==> config.mk <==
export PLATFORM = sky130hd
export DESIGN_NAME = mic_scan_controller
export DESIGN_NICKNAME = d
export VERILOG_FILES = /design/src/rtl/mic_scan_pkg.sv /design/src/rtl/edge_gate_counter.sv /design/src/rtl/mic_scan_controller.sv
export SDC_FILE = /design/constraint.sdc
export NUM_CORES = 1
export LEC_CHECK = 0
export CORE_MARGIN = 2
export CORE_UTILIZATION = 53
export CTS_BUF_LIST = sky130_fd_sc_hd__clkbuf_4
export DETAILED_ROUTE_END_ITERATION = 7
export PLACE_DENSITY = 0.82
export REMOVE_ABC_BUFFERS = 1
export SLEW_MARGIN = 20
export SYNTH_ARGS = -nofsm -noshare
export SYNTH_HDL_FRONTEND = slang
export SYNTH_SLANG_ARGS = --single-unit
export TNS_END_PERCENT = 10
==> constraint.sdc <==
create_clock -name clk -period 4.8 [get_ports clk]
set_clock_uncertainty 0.2 [all_clocks]
set_input_delay 0.96 -clock clk [delete_from_list [all_inputs] [get_ports clk]]
set_output_delay 0.96 -clock clk [all_outputs]
set_load 0.02 [all_outputs]
==> src/rtl/mic_scan_pkg.sv <==
// Shared types for the mic scan controller.
// Latency: n/a (types and constants only).
// Backpressure: n/a.
package mic_scan_pkg;

    localparam int CNT_W_DEF = 10;

    typedef enum logic [2:0] {
        ST_IDLE    = 3'd0,
        ST_SETTLE  = 3'd1,
        ST_MEASURE = 3'd2,
        ST_STORE   = 3'd3,
        ST_DONE    = 3'd4
    } state_t;

endpackage

==> src/rtl/edge_gate_counter.sv <==
// Synchronised falling-edge counter with hold-at-zero clear and saturation.
// Latency: input edge reaches count 3 clocks later (2-FF sync + count register).
// Backpressure: none; counts only while en is high.
module edge_gate_counter
    import mic_scan_pkg::*;
#(
    parameter int CNT_W = CNT_W_DEF
) (
    input  logic             clk,
    input  logic             rst_n,
    input  logic             sig,
    input  logic             track,
    input  logic             en,
    input  logic             clr,
    output logic [CNT_W-1:0] count
);

    logic sync1;
    logic sync2;
    logic prev;
    logic fall;

    assign fall = prev & ~sync2;

    always_ff @(posedge clk) begin
        if (!rst_n) begin
            sync1 <= 1'b0;
            sync2 <= 1'b0;
            prev  <= 1'b0;
            count <= '0;
        end else begin
            sync1 <= sig;
            sync2 <= sync1;
            // prev follows the line while settling so a mux switch never looks like an edge
            if (track || en) prev <= sync2;
            if (clr) begin
                count <= '0;
            end else if (en && fall && (count != {CNT_W{1'b1}})) begin
                count <= count + 1'b1;
            end
        end
    end

endmodule

==> src/rtl/mic_scan_controller.sv <==
// Sweeps one gated edge counter across NUM_CH mic inputs and reports the strongest in-band channel.
// Latency: sweep takes NUM_CH*(SETTLE_CYCLES+GATE_CYCLES+1)+1 clocks from start accept to done.
// Backpressure: none; start is ignored while busy.
module mic_scan_controller
    import mic_scan_pkg::*;
#(
    parameter int NUM_CH        = 3,
    parameter int CNT_W         = CNT_W_DEF,
    parameter int GATE_CYCLES   = 100_000_000,
    parameter int SETTLE_CYCLES = 1000,
    parameter int F_LO          = 400,
    parameter int F_HI          = 600
) (
    input  logic                      clk,
    input  logic                      rst_n,
    input  logic                      start,
    input  logic                      continuous,
    input  logic [NUM_CH-1:0]         mic_in,
    output logic                      busy,
    output logic                      done,
    output logic [$clog2(NUM_CH)-1:0] ch_sel,
    output logic [NUM_CH*CNT_W-1:0]   hz_ch,
    output logic [NUM_CH-1:0]         in_band,
    output logic [$clog2(NUM_CH)-1:0] best_ch,
    output logic                      best_valid
);

    localparam int SEL_W   = $clog2(NUM_CH);
    localparam int TMR_MAX = (GATE_CYCLES > SETTLE_CYCLES) ? GATE_CYCLES : SETTLE_CYCLES;
    localparam int TMR_W   = $clog2(TMR_MAX + 1);
    localparam logic [TMR_W-1:0] GATE_LD   = TMR_W'(GATE_CYCLES - 1);
    localparam logic [TMR_W-1:0] SETTLE_LD = TMR_W'(SETTLE_CYCLES - 1);
    localparam logic [SEL_W-1:0] LAST_CH   = SEL_W'(NUM_CH - 1);

    state_t             state;
    state_t             state_nx;
    logic [TMR_W-1:0]   timer;
    logic [CNT_W-1:0]   hz_r [NUM_CH];
    logic [CNT_W-1:0]   cnt;
    logic               cnt_en;
    logic               cnt_track;
    logic [NUM_CH-1:0]  band_nx;
    logic [SEL_W-1:0]   best_nx;
    logic [CNT_W-1:0]   best_cnt;
    logic               found;

    edge_gate_counter #(.CNT_W(CNT_W)) u_cnt (
        .clk   (clk),
        .rst_n (rst_n),
        .sig   (mic_in[ch_sel]),
        .track (cnt_track),
        .en    (cnt_en),
        .clr   (cnt_track),
        .count (cnt)
    );

    always_ff @(posedge clk) begin
        if (!rst_n) state <= ST_IDLE;
        else        state <= state_nx;
    end

    always_comb begin
        state_nx = state;
        case (state)
            ST_IDLE:    if (start) state_nx = ST_SETTLE;
            ST_SETTLE:  if (timer == '0) state_nx = ST_MEASURE;
            ST_MEASURE: if (timer == '0) state_nx = ST_STORE;
            ST_STORE:   state_nx = (ch_sel == LAST_CH) ? ST_DONE : ST_SETTLE;
            ST_DONE:    state_nx = continuous ? ST_SETTLE : ST_IDLE;
            default:    state_nx = ST_IDLE;
        endcase
    end

    always_comb begin
        busy      = (state != ST_IDLE);
        done      = (state == ST_DONE);
        cnt_en    = (state == ST_MEASURE);
        cnt_track = (state == ST_SETTLE);
    end

    // One down-counter serves both windows; it is reloaded on entry to each timed state.
    always_ff @(posedge clk) begin
        if (!rst_n) begin
            timer <= '0;
        end else if (state_nx == ST_SETTLE && state != ST_SETTLE) begin
            timer <= SETTLE_LD;
        end else if (state_nx == ST_MEASURE && state != ST_MEASURE) begin
            timer <= GATE_LD;
        end else if (timer != '0) begin
            timer <= timer - 1'b1;
        end
    end

    always_ff @(posedge clk) begin
        if (!rst_n) begin
            ch_sel <= '0;
        end else if ((state == ST_IDLE && start) || (state == ST_DONE && continuous)) begin
            ch_sel <= '0;
        end else if (state == ST_STORE && ch_sel != LAST_CH) begin
            ch_sel <= ch_sel + 1'b1;
        end
    end

    always_comb begin
        band_nx  = '0;
        best_nx  = '0;
        best_cnt = '0;
        found    = 1'b0;
        for (int i = 0; i < NUM_CH; i++) begin
            band_nx[i] = (32'(hz_r[i]) >= F_LO) && (32'(hz_r[i]) <= F_HI);
            // strict compare keeps the lowest index on ties
            if (band_nx[i] && (!found || hz_r[i] > best_cnt)) begin
                found    = 1'b1;
                best_cnt = hz_r[i];
                best_nx  = SEL_W'(i);
            end
        end
    end

    always_ff @(posedge clk) begin
        if (!rst_n) begin
            for (int i = 0; i < NUM_CH; i++) hz_r[i] <= '0;
            in_band    <= '0;
            best_ch    <= '0;
            best_valid <= 1'b0;
        end else begin
            if (state == ST_STORE) hz_r[ch_sel] <= cnt;
            if (state == ST_DONE) begin
                in_band    <= band_nx;
                best_ch    <= best_nx;
                best_valid <= |band_nx;
            end
        end
    end

    for (genvar g = 0; g < NUM_CH; g++) begin : g_pack
        assign hz_ch[g*CNT_W +: CNT_W] = hz_r[g];
    end

endmodule

Figure 1. Placement view.
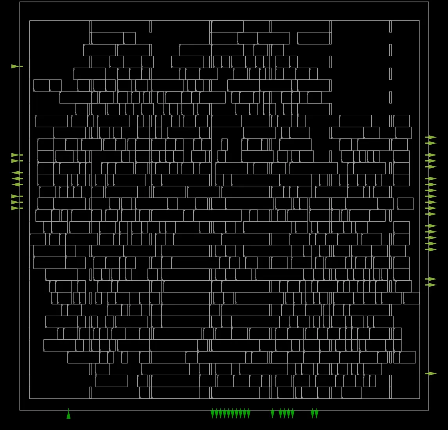
core box area: 7807 µm²
final std cells w/o fill: 621

Figure 2. Routed metal per tile.
Drawn at 4 px/µm. The die is cut into 19 by 19 equal tiles; dark purple is low, yellow is high, scaled to the fullest tile. Values are wire area over tile area, all layers added.
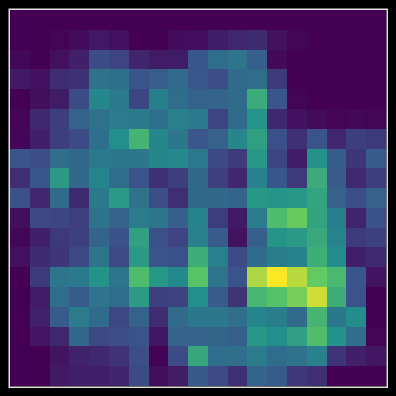
mean over tiles: 0.17
fullest tile: 0.68
nearly empty tiles: 18%
densest ninth of the die: bottom right
tiles over half the peak: 12%
DR WL/cell: 15.37 µm
Total Wirelength: 9543 µm
routed vias: 3560
Tot GR Track Use: 22.79%

==> flow_metrics.py <==
# Flow results
metrics = {
    "final_timing": {
        "fin_setup_tns_ns": 0,
        "max-slew-margin-rel_pct": 33.96,
        "whs_ns": 0.2487,
        "final.setup.worst_slack_ns": 0.2473,
        "finalCritPeriodShare_pct": 94.85,
    },
    "cells_and_area": {
        "nNetsFinal": 546,
        "drive_gt1_share_pct": 9.056,
        "synthToLayoutAreaGrowth_pct": 18.52,
    },
    "floorplanning": {
        "rows": 32,
        "die-area_um2": 8856,
        "fp_util_pct": 55.11,
    },
    "worst_setup_path": {
        "end_kind": "register",
        "path_max_fanout": 12,
        "reg2reg_depth": 19,
        "cp_data_arrival_time_ns": 4.73,
        "start_kind": "register",
        "required_ns": 4.98,
        "cp-startpoint": "hz_r[0][8]",
        "r2r_setup_slack_ns": 0.25,
    },
    "synthesis": {
        "synthDistinctLibCells": 61,
        "netlist_area_um2": 4303,
        "synth_seq_share_pct": 44.66,
        "syn_inst": 457,
        "ys.warnings.count": 0,
        "ys_chip_area_um2": 4303,
        "ys.flop_type": "dfxtp_1",
        "synth-seq-cells": 81,
    },
    "placed_design": {
        "placed_cells": 594,
        "dp.final_hpwl_um": 6973,
    },
    "grt": {
        "grt.overflow.total": 0,
        "antenna_found_initial": 0,
        "grt_pass1_wl_um": 15740,
        "grt_pass1_vias": 3338,
    },
    "clock_network": {
        "cts_buffer_depth": 2,
        "cts_tree": "yes",
        "cts-root-buf": "clkbuf_4",
        "clkSinkCount": 81,
        "clock_latency_ns": 0.43,
    },
    "route": {
        "drc": 0,
        "ant_nets": 0,
    },
    "hold_path": {
        "min_path_type": "reg -> reg",
        "worstHoldPathCells": 1,
        "worstHoldStart": "u_cnt.sync1",
    },
    "pwr": {
        "leakage_nw": 1.949,
    },
    "run_status": {
        "status": "finished clean",
    },
    "job": {
        "max_cap_viol_count": 0,
    },
}
Figure 3. Supply network.
Drawn at 4 px/µm. Pins as bars on the die edge.
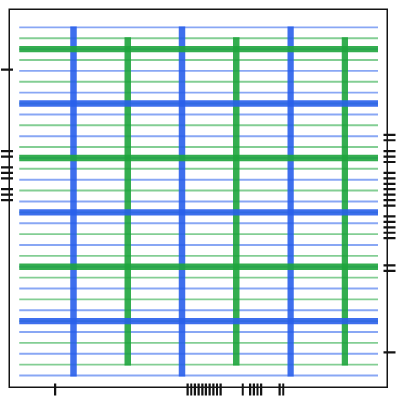
| color | net |
|---|---|
| blue | VSS |
| green | VDD |
met4 straps: 6
rows: 32
VDD IR max: 0.0001507 V
die height: 94.11 µm
width of the die: 94.11 µm

-- per-stage QoR --
step / utilization, % / area, µm² / power [mW]
final: 65.32 / 5100 / 1.479
after CTS: 63.91 / 4990 / 1.478
after global placement: 62.16 / 4853 / 1.076
after floorplan: - / 4223 / 1.004
after detailed placement: 62.16 / 4853 / 1.090
after global routing: 65.32 / 5100 / 1.561
-- power breakdown --
group | switching, mW | internal (mW)
clock | 0.237 | 0.158
sequential | 0.0379 | 0.749
combinational | 0.170 | 0.128
-- flip-flops by register name, summed over array words and instances, names as in the netlist --
name,flops
ch_sel,2
timer,27
state,3
hz_r,30
u_cnt.prev,1
u_cnt.sync1,1
in_band,3
best_valid,1
u_cnt.count,10
u_cnt.sync2,1
best_ch,2
-- synth_stat cells (15+ instances only) --
library cell / number / area share (%)
and2_1: 36 / 5.2
nor2_1: 44 / 3.8
dfxtp_1: 51 / 24
inv_1: 22 / 1.9
edfxtp_1: 30 / 21
nand2_1: 33 / 2.9
a21oi_1: 23 / 2.7
nor3_1: 27 / 3.1
xnor2_1: 23 / 4.7
o21ai_0: 15 / 1.7
ha_1: 25 / 7.3
-- worst max-delay path by stage --
stage / endpoint / cells past startpoint
final: best_ch[0] / 19
after global routing: best_ch[0] / 21
after CTS: best_ch[0] / 21
after detailed placement: best_ch[0] / 21
after global placement: best_ch[0] / 21
after floorplan: best_ch[0] / 18
-- critical path, stage by stage (launching register included) --
cell and delay, ns:
edfxtp_1 0.44, nor3b_2 0.21, o211a_1 0.24, inv_1 0.09, nand2_2 0.11, buf_6 0.15
nand2_1 0.08, ha_1 0.29, nand4_1 0.13, a211oi_1 0.07, a2111o_1 0.39, o211ai_1 0.26
clkbuf_16 0.21, buf_4 0.12, mux2i_1 0.20, ha_1 0.29, a21o_1 0.22, a2111oi_1 0.42
a2bb2oi_1 0.25, o311a_1 0.18
-- cells by family (layout without fill, tap and decap cells) --
group                      Yosys count  count (layout)  synth area share (%)
muxes                                8               8                 1.919
xor gates and xnor gates            28              28                 5.699
DFF                                 81              81                 44.66
and+or+nand+nor                    201             201                 24.95
AOI/OAI and AO/OA                   77              77                 11.72
adders and majority gates           25              25                 7.270
buffers and inverters               37              99                 3.780
-- per-layer routing --
metal / global-route usage [%] / wire, µm
met5: 0 / 0
met4: 9.300 / 113
met3: 4.334 / 531
met2: 37.50 / 4590
met1: 29.45 / 4308
-- cells in the final DEF (no fill, tap or decap), types with 10 or more instances in the layout --
cell,synthesis,final
edfxtp_1,30,30
and2_1,36,36
ha_1,25,25
nand3_1,10,10
o21ai_0,15,15
clkdlybuf4s50_1,0,46
nor2_1,44,44
nand2_1,33,32
inv_1,22,22
nor3_1,27,25
xnor2_1,23,23
a21oi_1,23,23
buf_4,1,13
dfxtp_1,51,51
-- area by class of cell --
cell class	count	area, µm²
clock buffer	9	67.56
clock inverter	7	68.82
fill	621	2708
inverter	22	82.58
multi-input combinational	339	2237
sequential	81	1922
tap	102	127.6
timing repair buffer	61	594.3
-- timing repair --
| action | 4_1_cts | 5_1_grt |
|---|---|---|
| endpoints found under the setup margin | 0 | 2 |
| hold buffers | 0 | 0 |
| gates resized | 0 | 8 |
| setup buffers | 0 | 11 |
Power and IR drop assume default switching activity.
